## src/rtl/armv8_pkg.sv

```systemverilog
// Shared ARMv8 pipeline constants used by fetch, decode and hazard logic.
package armv8_pkg;
  localparam int ADDR_W  = 64;
  localparam int INSTR_W = 32;
  localparam logic [INSTR_W-1:0] NOP_INSTR = 32'hD503201F;
  localparam logic [ADDR_W-1:0]  PC_STEP   = 64'd4;

  function automatic logic [ADDR_W-1:0] align_pc(input logic [ADDR_W-1:0] addr);
    return {addr[ADDR_W-1:2], 2'b00};
  endfunction
endpackage

```

## src/rtl/fetch_stage_if.sv

```systemverilog
// Instruction-memory bus plus the IF/ID register contents handed to decode.
interface fetch_stage_if;
  import armv8_pkg::*;

  logic [ADDR_W-1:0]  imemAddr;
  logic [INSTR_W-1:0] imemData;
  logic [ADDR_W-1:0]  ifidPC;
  logic [INSTR_W-1:0] ifidInstr;
  logic               ifidValid;

  modport master (
    output imemAddr, ifidPC, ifidInstr, ifidValid,
    input  imemData
  );

  modport slave (
    input  imemAddr, ifidPC, ifidInstr, ifidValid,
    output imemData
  );
endinterface

```

## src/rtl/fetch_stage_if_id_reg.sv

```systemverilog
// IF/ID pipeline register with load/hold/flush control and a saturating delivery counter.
module if_id_reg
  import armv8_pkg::*;
(
  input  logic               Clk,
  input  logic               Rst,
  input  logic               flush,
  input  logic               load,
  input  logic [ADDR_W-1:0]  inPC,
  input  logic [INSTR_W-1:0] inInstr,
  input  logic               inValid,
  output logic [ADDR_W-1:0]  ifidPC,
  output logic [INSTR_W-1:0] ifidInstr,
  output logic               ifidValid,
  output logic [15:0]        fetchCount
);

  // Flush beats load so a redirect discards the word fetched in the same cycle.
  always_ff @(posedge Clk) begin
    if (Rst) begin
      ifidPC     <= '0;
      ifidInstr  <= NOP_INSTR;
      ifidValid  <= 1'b0;
      fetchCount <= '0;
    end else if (flush) begin
      ifidPC     <= inPC;
      ifidInstr  <= NOP_INSTR;
      ifidValid  <= 1'b0;
    end else if (load) begin
      ifidPC     <= inPC;
      ifidInstr  <= inValid ? inInstr : NOP_INSTR;
      ifidValid  <= inValid;
      if (inValid && fetchCount != 16'hFFFF) begin
        fetchCount <= fetchCount + 16'd1;
      end
    end
  end

endmodule

```

## src/rtl/fetch_stage.sv

```systemverilog
// ARMv8 instruction-fetch stage: PC register, next-PC selection and imem range check.
module fetch_stage
  import armv8_pkg::*;
#(
  parameter int IMEM_WORDS = 64
) (
  input  logic              Clk,
  input  logic              Rst,
  input  logic [ADDR_W-1:0] startPC,
  input  logic              stall,
  input  logic              branchTaken,
  input  logic [ADDR_W-1:0] branchTarget,
  output logic [ADDR_W-1:0] currentPC,
  output logic [15:0]       fetchCount,
  fetch_stage_if.master     bus
);

  localparam logic [ADDR_W-1:0] IMEM_BYTES = ADDR_W'(IMEM_WORDS * 4);

  logic [ADDR_W-1:0]  pc;
  logic               inRange;
  logic [ADDR_W-1:0]  ifidPC;
  logic [INSTR_W-1:0] ifidInstr;
  logic               ifidValid;

  // Redirect wins over stall; PC+4 wraps freely at the top of the address space.
  always_ff @(posedge Clk) begin
    if (Rst) begin
      pc <= align_pc(startPC);
    end else if (branchTaken) begin
      pc <= align_pc(branchTarget);
    end else if (!stall) begin
      pc <= pc + PC_STEP;
    end
  end

  assign inRange      = (pc < IMEM_BYTES);
  assign currentPC    = pc;
  assign bus.imemAddr = pc;

  if_id_reg u_if_id_reg (
    .Clk        (Clk),
    .Rst        (Rst),
    .flush      (branchTaken),
    .load       (!stall),
    .inPC       (pc),
    .inInstr    (bus.imemData),
    .inValid    (inRange),
    .ifidPC     (ifidPC),
    .ifidInstr  (ifidInstr),
    .ifidValid  (ifidValid),
    .fetchCount (fetchCount)
  );

  assign bus.ifidPC    = ifidPC;
  assign bus.ifidInstr = ifidInstr;
  assign bus.ifidValid = ifidValid;

endmodule
```

## src/flat_wrapper.sv

```systemverilog
// flat-port wrapper written by rule: the top's interface ports become plain ports
module fetch_stage_flat import armv8_pkg::*;
#(
  parameter int IMEM_WORDS = 64
)
  (Clk, Rst, startPC, stall, branchTaken, branchTarget, currentPC, fetchCount, bus_imemAddr, bus_ifidPC, bus_ifidInstr, bus_ifidValid, bus_imemData);
  fetch_stage_if bus_i ();
  input  logic Clk;
  input  logic Rst;
  input  logic [ADDR_W-1:0] startPC;
  input  logic stall;
  input  logic branchTaken;
  input  logic [ADDR_W-1:0] branchTarget;
  output logic [ADDR_W-1:0] currentPC;
  output logic [15:0] fetchCount;
  output wire logic [$bits(bus_i.imemAddr)-1:0] bus_imemAddr;
  output wire logic [$bits(bus_i.ifidPC)-1:0] bus_ifidPC;
  output wire logic [$bits(bus_i.ifidInstr)-1:0] bus_ifidInstr;
  output wire logic [$bits(bus_i.ifidValid)-1:0] bus_ifidValid;
  input wire logic [$bits(bus_i.imemData)-1:0] bus_imemData;
  assign bus_imemAddr = bus_i.imemAddr;
  assign bus_ifidPC = bus_i.ifidPC;
  assign bus_ifidInstr = bus_i.ifidInstr;
  assign bus_ifidValid = bus_i.ifidValid;
  assign bus_i.imemData = bus_imemData;
  fetch_stage #(.IMEM_WORDS(IMEM_WORDS)) u_core (.Clk(Clk), .Rst(Rst), .startPC(startPC), .stall(stall), .branchTaken(branchTaken), .branchTarget(branchTarget), .currentPC(currentPC), .fetchCount(fetchCount), .bus(bus_i));
endmodule
```

## config.mk

```make
export PLATFORM = sky130hd
export DESIGN_NAME = fetch_stage_flat
export DESIGN_NICKNAME = d
export VERILOG_FILES = /design/src/rtl/armv8_pkg.sv /design/src/rtl/fetch_stage_if.sv /design/src/rtl/fetch_stage_if_id_reg.sv /design/src/rtl/fetch_stage.sv /design/src/flat_wrapper.sv
export SDC_FILE = /design/constraint.sdc
export NUM_CORES = 1
export LEC_CHECK = 0
export ABC_AREA = 1
export CAP_MARGIN = 30
export CORE_AREA = 4 4 157 159
export CTS_CLUSTER_SIZE = 28
export DETAILED_ROUTE_END_ITERATION = 8
export DIE_AREA = 0 0 161 163
export GPL_ROUTABILITY_DRIVEN = 0
export HOLD_SLACK_MARGIN = 0.03
export PLACE_DENSITY = 0.78
export SLEW_MARGIN = 10
export SYNTH_ARGS = -nofsm -noshare
export SYNTH_HDL_FRONTEND = slang
export SYNTH_SLANG_ARGS = --single-unit
export TNS_END_PERCENT = 50
```

## constraint.sdc

```tcl
create_clock -name Clk -period 3.8 [get_ports Clk]
set_clock_uncertainty 0.1 [all_clocks]
set_input_delay 0.76 -clock Clk [delete_from_list [all_inputs] [get_ports Clk]]
set_output_delay 0.76 -clock Clk [all_outputs]
set_load 0.005 [all_outputs]
```

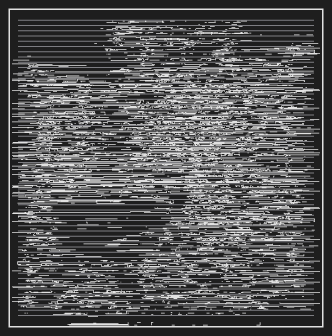
(run_1/met1.png)
Supply wires on this layer in grey.
wire length on this layer: 15700 um
nets with wire on the layer: 1799
main direction: horizontal
share of all routed wire: 39%
longest straight run: 58.9 um
met1 usage in global routing: 0.3766
via count: 11530

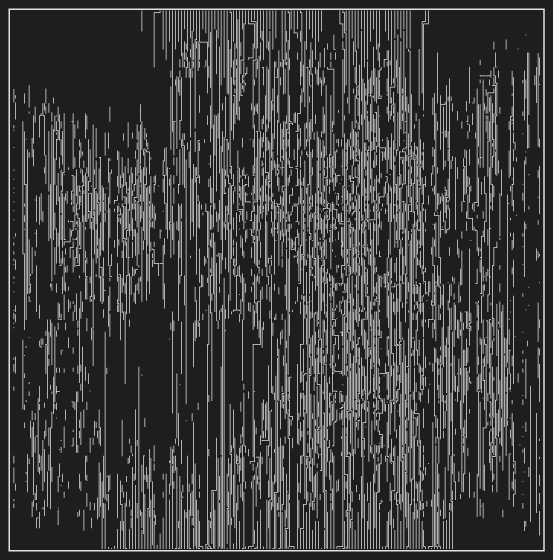
(run_1/met2.png)
longest straight run: 81.8 um
main direction: vertical
share of all routed wire: 48%
wire length on this layer: 19200 um
Routed WL: 40.39 mm
met2 Usage GRT: 0.5067

==> summary.txt, run 1 <==
impl run done, here's what came out: status finished, final reports clean, # rows 56, Synth async-reset ratio 0, top cells by area dfxtp_1 (22%), edfxtp_1 (18%), nand2_1 (15%), Tmin final 3023 ps, Hold Violations, Final 0, diode count 0, Placement Cell Area 14020 um2, CTS resizes 0, Reg area 4084 um2, Nets 2003, Die Y-Extent 163 um, GR Overflow Total 0, Cell Int Power 0.003592 W, GRT Total Usage 0.2997, non-filler cells, final 2169, post-DP HPWL 31.20 mm, fin. max-slew vios 0, Final Cell Area 14640 um2, Flop Count 173, Die Wd 161 um, Logic pwr share 0.213, final setup vio count 0, Post-Syn Instances 1530, worst-margin pin slew 747.6 ps, RSZ-0062 raised after global routing no, Flop pwr share 0.441, CTS Buf Count 17, clk tree area frac 0.04060, crit start category flip-flop, HP Class flip-flop to flip-flop, Routed Antenna Nets 0, worst path bufs/invs 1, clock buffer count 18, number of global-route vias before repair 10990, worst-path fanout max 9, Layout area overhead 41.71%, Port Buffer Count 394, Post-CTS Hold Buffers 0, Lkg Pwr 5.919 nW, WL/cell 18.62 um, worst r2r dst u_core.bus.imemAddr[34]$_DFFE_PP_
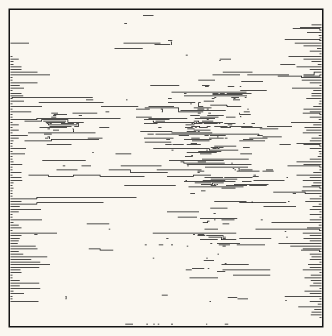
(run_1/met3.png)
share of all routed wire: 9.6%
main direction: horizontal
longest straight run: 53.1 um
wire length on this layer: 3860 um
met3 global-route usage: 0.06606

==> run 1: metal layers <==
layer	share of wire	vias up	GRT usage
met5	0	-	0
met4	0.039	0	0.1132
met3	0.096	115	0.06606
met2	0.48	701	0.5067
met1	0.39	5250	0.3766
li1	-	5465	-
==> run 1: placed cells by master (no fill, tap or decap), types with 4 or more instances in the layout <==
cell	count
inv_8	4
nand3_1	90
xnor2_1	6
o21ai_1	23
buf_4	13
inv_6	4
nor2_1	312
nand2_1	404
nand4_1	37
xor2_1	17
nand2_2	10
o21ai_0	90
a21oi_1	79
inv_2	7
nor3_1	5
clkbuf_16	18
conb_1	6
nor2_4	5
inv_1	107
dfxtp_1	111
clkdlybuf4s50_1	393
edfxtp_1	62
a21oi_2	10
nor2_2	9
o21ai_2	6
==> run 1: power by group through the flow <==
stage	clock network, W	registers (W)	logic, W
floorplan	0	0.00224	0.000481
global placement	0	0.00230	0.00107
detailed placement	0	0.00231	0.00109
CTS	0.00180	0.00227	0.00109
global route	0.00187	0.00229	0.00119
finish	0.00178	0.00227	0.00109
==> run 1: per-stage QoR <==
step           setup slack [ps]    util  hold WS (ps)
6_report                  777.3  0.6293         351.9
5_1_grt                   705.3  0.6293         364.6
4_1_cts                   851.2  0.6284         354.7
3_5_place_dp              572.0  0.6029         339.2
3_3_place_gp              581.7  0.6029         338.1
2_1_floorplan              1122       -         347.0
==> run 1: worst min path at each step <==
stage                                              startpoint                                         to  depth (start not counted)
global placement    u_core.u_if_id_reg.ifidValid$_SDFFE_PP0N_  u_core.u_if_id_reg.ifidValid$_SDFFE_PP0N_                          2
floorplan           u_core.u_if_id_reg.ifidValid$_SDFFE_PP0N_  u_core.u_if_id_reg.ifidValid$_SDFFE_PP0N_                          2
finish              u_core.u_if_id_reg.ifidValid$_SDFFE_PP0N_  u_core.u_if_id_reg.ifidValid$_SDFFE_PP0N_                          2
CTS                 u_core.u_if_id_reg.ifidValid$_SDFFE_PP0N_  u_core.u_if_id_reg.ifidValid$_SDFFE_PP0N_                          2
detailed placement  u_core.u_if_id_reg.ifidValid$_SDFFE_PP0N_  u_core.u_if_id_reg.ifidValid$_SDFFE_PP0N_                          2
global route        u_core.u_if_id_reg.ifidValid$_SDFFE_PP0N_  u_core.u_if_id_reg.ifidValid$_SDFFE_PP0N_                          2
==> run 1: registers in the layout, indices dropped and copies added, names as in the netlist <==
| name | flops |
|---|---|
| u_core.u_if_id_reg.fetchCount | 16 |
| u_core.u_if_id_reg.ifidPC | 62 |
| u_core.bus.imemAddr | 62 |
| u_core.u_if_id_reg.ifidValid | 1 |
| u_core.u_if_id_reg.ifidInstr | 32 |
==> run 1: kinds of logic (layout without fill, tap and decap cells) <==
logic type | Yosys count | after routing | synth area share
simple gates | 880 | 880 | 0.3553
buf+inv | 240 | 555 | 0.1183
compound gates | 211 | 211 | 0.1088
xor+xnor | 23 | 23 | 0.01950
fa+ha+maj | 2 | 2 | 0.002422
flops | 173 | 173 | 0.3953
other cells | 1 | 6 | 0.0003630
--- run 2 (diff from run 1) ---
--- a/config.mk
+++ b/config.mk
@@ -7,13 +7,14 @@
 export LEC_CHECK = 0
 export ABC_AREA = 1
 export CAP_MARGIN = 30
-export CORE_AREA = 4 4 157 159
+export CORE_ASPECT_RATIO = 1.25
+export CORE_MARGIN = 4
+export CORE_UTILIZATION = 40
 export CTS_CLUSTER_SIZE = 28
 export DETAILED_ROUTE_END_ITERATION = 8
-export DIE_AREA = 0 0 161 163
 export GPL_ROUTABILITY_DRIVEN = 0
 export HOLD_SLACK_MARGIN = 0.03
-export PLACE_DENSITY = 0.78
+export PLACE_DENSITY = 0.74
 export SLEW_MARGIN = 10
 export SYNTH_ARGS = -nofsm -noshare
 export SYNTH_HDL_FRONTEND = slang
==> constraint.sdc (replaced) <==
create_clock -name Clk -period 2.4 [get_ports Clk]
set_clock_uncertainty 0.1 [all_clocks]
set_input_delay 0.48 -clock Clk [delete_from_list [all_inputs] [get_ports Clk]]
set_output_delay 0.48 -clock Clk [all_outputs]
set_load 0.005 [all_outputs]
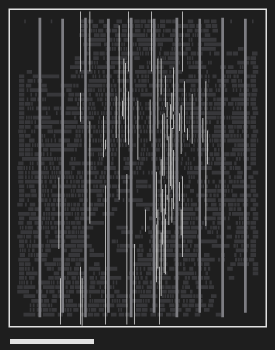
(run_2/met4.png)
The bar under the picture is 50 um long. Supply wires on this layer in grey.
main direction: vertical
longest straight run: 103 um
wire length on this layer: 1990 um
share of all routed wire: 4.8%

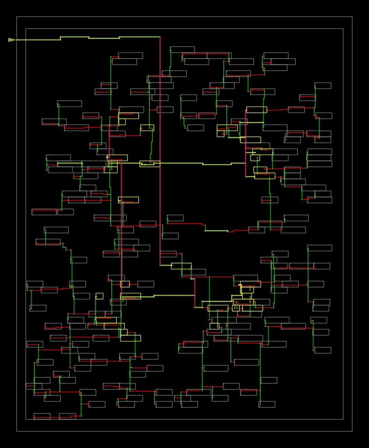
(run_2/final_clocks.png)
Insertion Delay late pin: 440 ps
Flop Count: 173
CTS Buf Count: 17

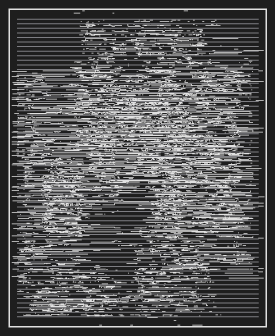
(run_2/met1.png)
Supply wires on this layer in grey.
share of all routed wire: 38%
nets with wire on the layer: 1815
wire length on this layer: 15500 um
main direction: horizontal
longest straight run: 52.0 um
via count: 11640
Routed WL: 41.23 mm
met1 usage in global routing: 0.3419

==> run 2 against run 1 <==
  * Global-route usage down 1.8 points
  * Power up 62%
  * Via count up 0.95%
  * Flip-flop count unchanged
  * Largest cell class unchanged
==> summary.txt, run 2 <==
impl run done, here's what came out: status finished, final reports clean, Nets 2050, Tmin final 2263 ps, most frequent cells in the layout nand2_1 (404), clkdlybuf4s50_1 (393), nor2_1 (312), Routed Antenna Nets 0, worst-margin pin slew 675.6 ps, CTS resizes 0, Post-CTS Hold Buffers 0, final setup vio count 0, GR Overflow Total 0, family with the most delay on the worst path buffers and inverters, most frequent logic cell in the layout nand2_1, Layout area overhead 46.01%, worst path bufs/invs 1, HP Class input port to flip-flop, Synth async-reset ratio 0, Post-CTS Setup Bufs 0, RSZ-0062 raised after global routing no, diode count 0, Flop pwr share 0.423, CORE AREA 25370 um2, most common library cells after synthesis nand2_1 (404), nor2_1 (312), dfxtp_1 (111), WL/cell 18.47 um, worst-path fanout max 6, number of global-route vias before repair 11070, post-DP HPWL 32.39 mm, Hold Violations, Final 0, Die Wd 151.7 um, fin. max-slew vios 0, Port Buffer Count 394, Cell Int Power 0.005781 W, # rows 65, crit start category flip-flop, top cells by area dfxtp_1 (22%), edfxtp_1 (18%), nand2_1 (15%), Lkg Pwr 6.181 nW, Post-Syn Instances 1530, CTS tree done, Yosys Warn Count 0, first-pass GRT wire length 61.80 mm, Logic pwr share 0.226, Die Y-Extent 187.7 um, GRT Total Usage 0.2820
-- run 2: cell counts after synthesis --
No cell type changed its count.
-- run 2: cell families after synthesis --
family | count (synthesis) | share of synthesized area
AOI/OAI and AO/OA | 211 | 0.1088
DFF | 173 | 0.3953
xor gates and xnor gates | 23 | 0.01950
and+or+nand+nor | 880 | 0.3553
other | 1 | 0.0003630
buffers and inverters | 240 | 0.1183
adders and majority gates | 2 | 0.002422
-- run 2: path summary, 6_finish.rpt --
path              depth (start not counted)                                       from                                             to
setup / recovery                          1          u_core.bus.imemAddr[62]$_DFFE_PP_                                  currentPC[62]
setup reg to reg                          9           u_core.bus.imemAddr[2]$_DFFE_PP_              u_core.bus.imemAddr[63]$_DFFE_PP_
hold / removal                            2                                        Rst  u_core.u_if_id_reg.fetchCount[2]$_SDFFE_PP0P_
hold reg to reg                           2  u_core.u_if_id_reg.ifidValid$_SDFFE_PP0N_      u_core.u_if_id_reg.ifidValid$_SDFFE_PP0N_
-- run 2: final cells by class --
type / count / area (um2)
well taps: 335 / 419.2
fillers: 2407 / 10290
multi-input cells: 1122 / 5042
clock inverters: 14 / 165.2
inverters: 114 / 427.9
repair buffers: 456 / 4494
clock buffers: 18 / 450.4
flip-flops and latches: 173 / 4084
-- run 2: power by group through the flow --
stage	combinational [W]	sequential, W	clock [W]
floorplan	0.000761	0.00355	0
global placement	0.00186	0.00358	0
detailed placement	0.00187	0.00358	0
CTS	0.00189	0.00352	0.00294
global route	0.00204	0.00355	0.00305
finish	0.00188	0.00352	0.00292
-- run 2: per-layer routing --
metal  global-route usage  share of wire
met3              0.06333          0.095
met1               0.3419           0.38
met2               0.4757           0.48
met5                    0              0
met4               0.1221          0.048
-- run 2: per-stage QoR --
stage | setup slack, ps | cells | instance area, um2 | hold slack (ps) | util
2_1_floorplan | 1.649 | 1535 | 10350 | 347.0 | -
5_1_grt | 47.90 | 2232 | 15080 | 237.2 | 0.5944
3_3_place_gp | 79.74 | 2200 | 14470 | 337.7 | 0.5702
6_report | 136.7 | 2232 | 15080 | 233.4 | 0.5944
3_5_place_dp | 38.86 | 2200 | 14470 | 338.1 | 0.5702
4_1_cts | 136.4 | 2232 | 15080 | 226.3 | 0.5944
Power and IR drop assume default switching activity.
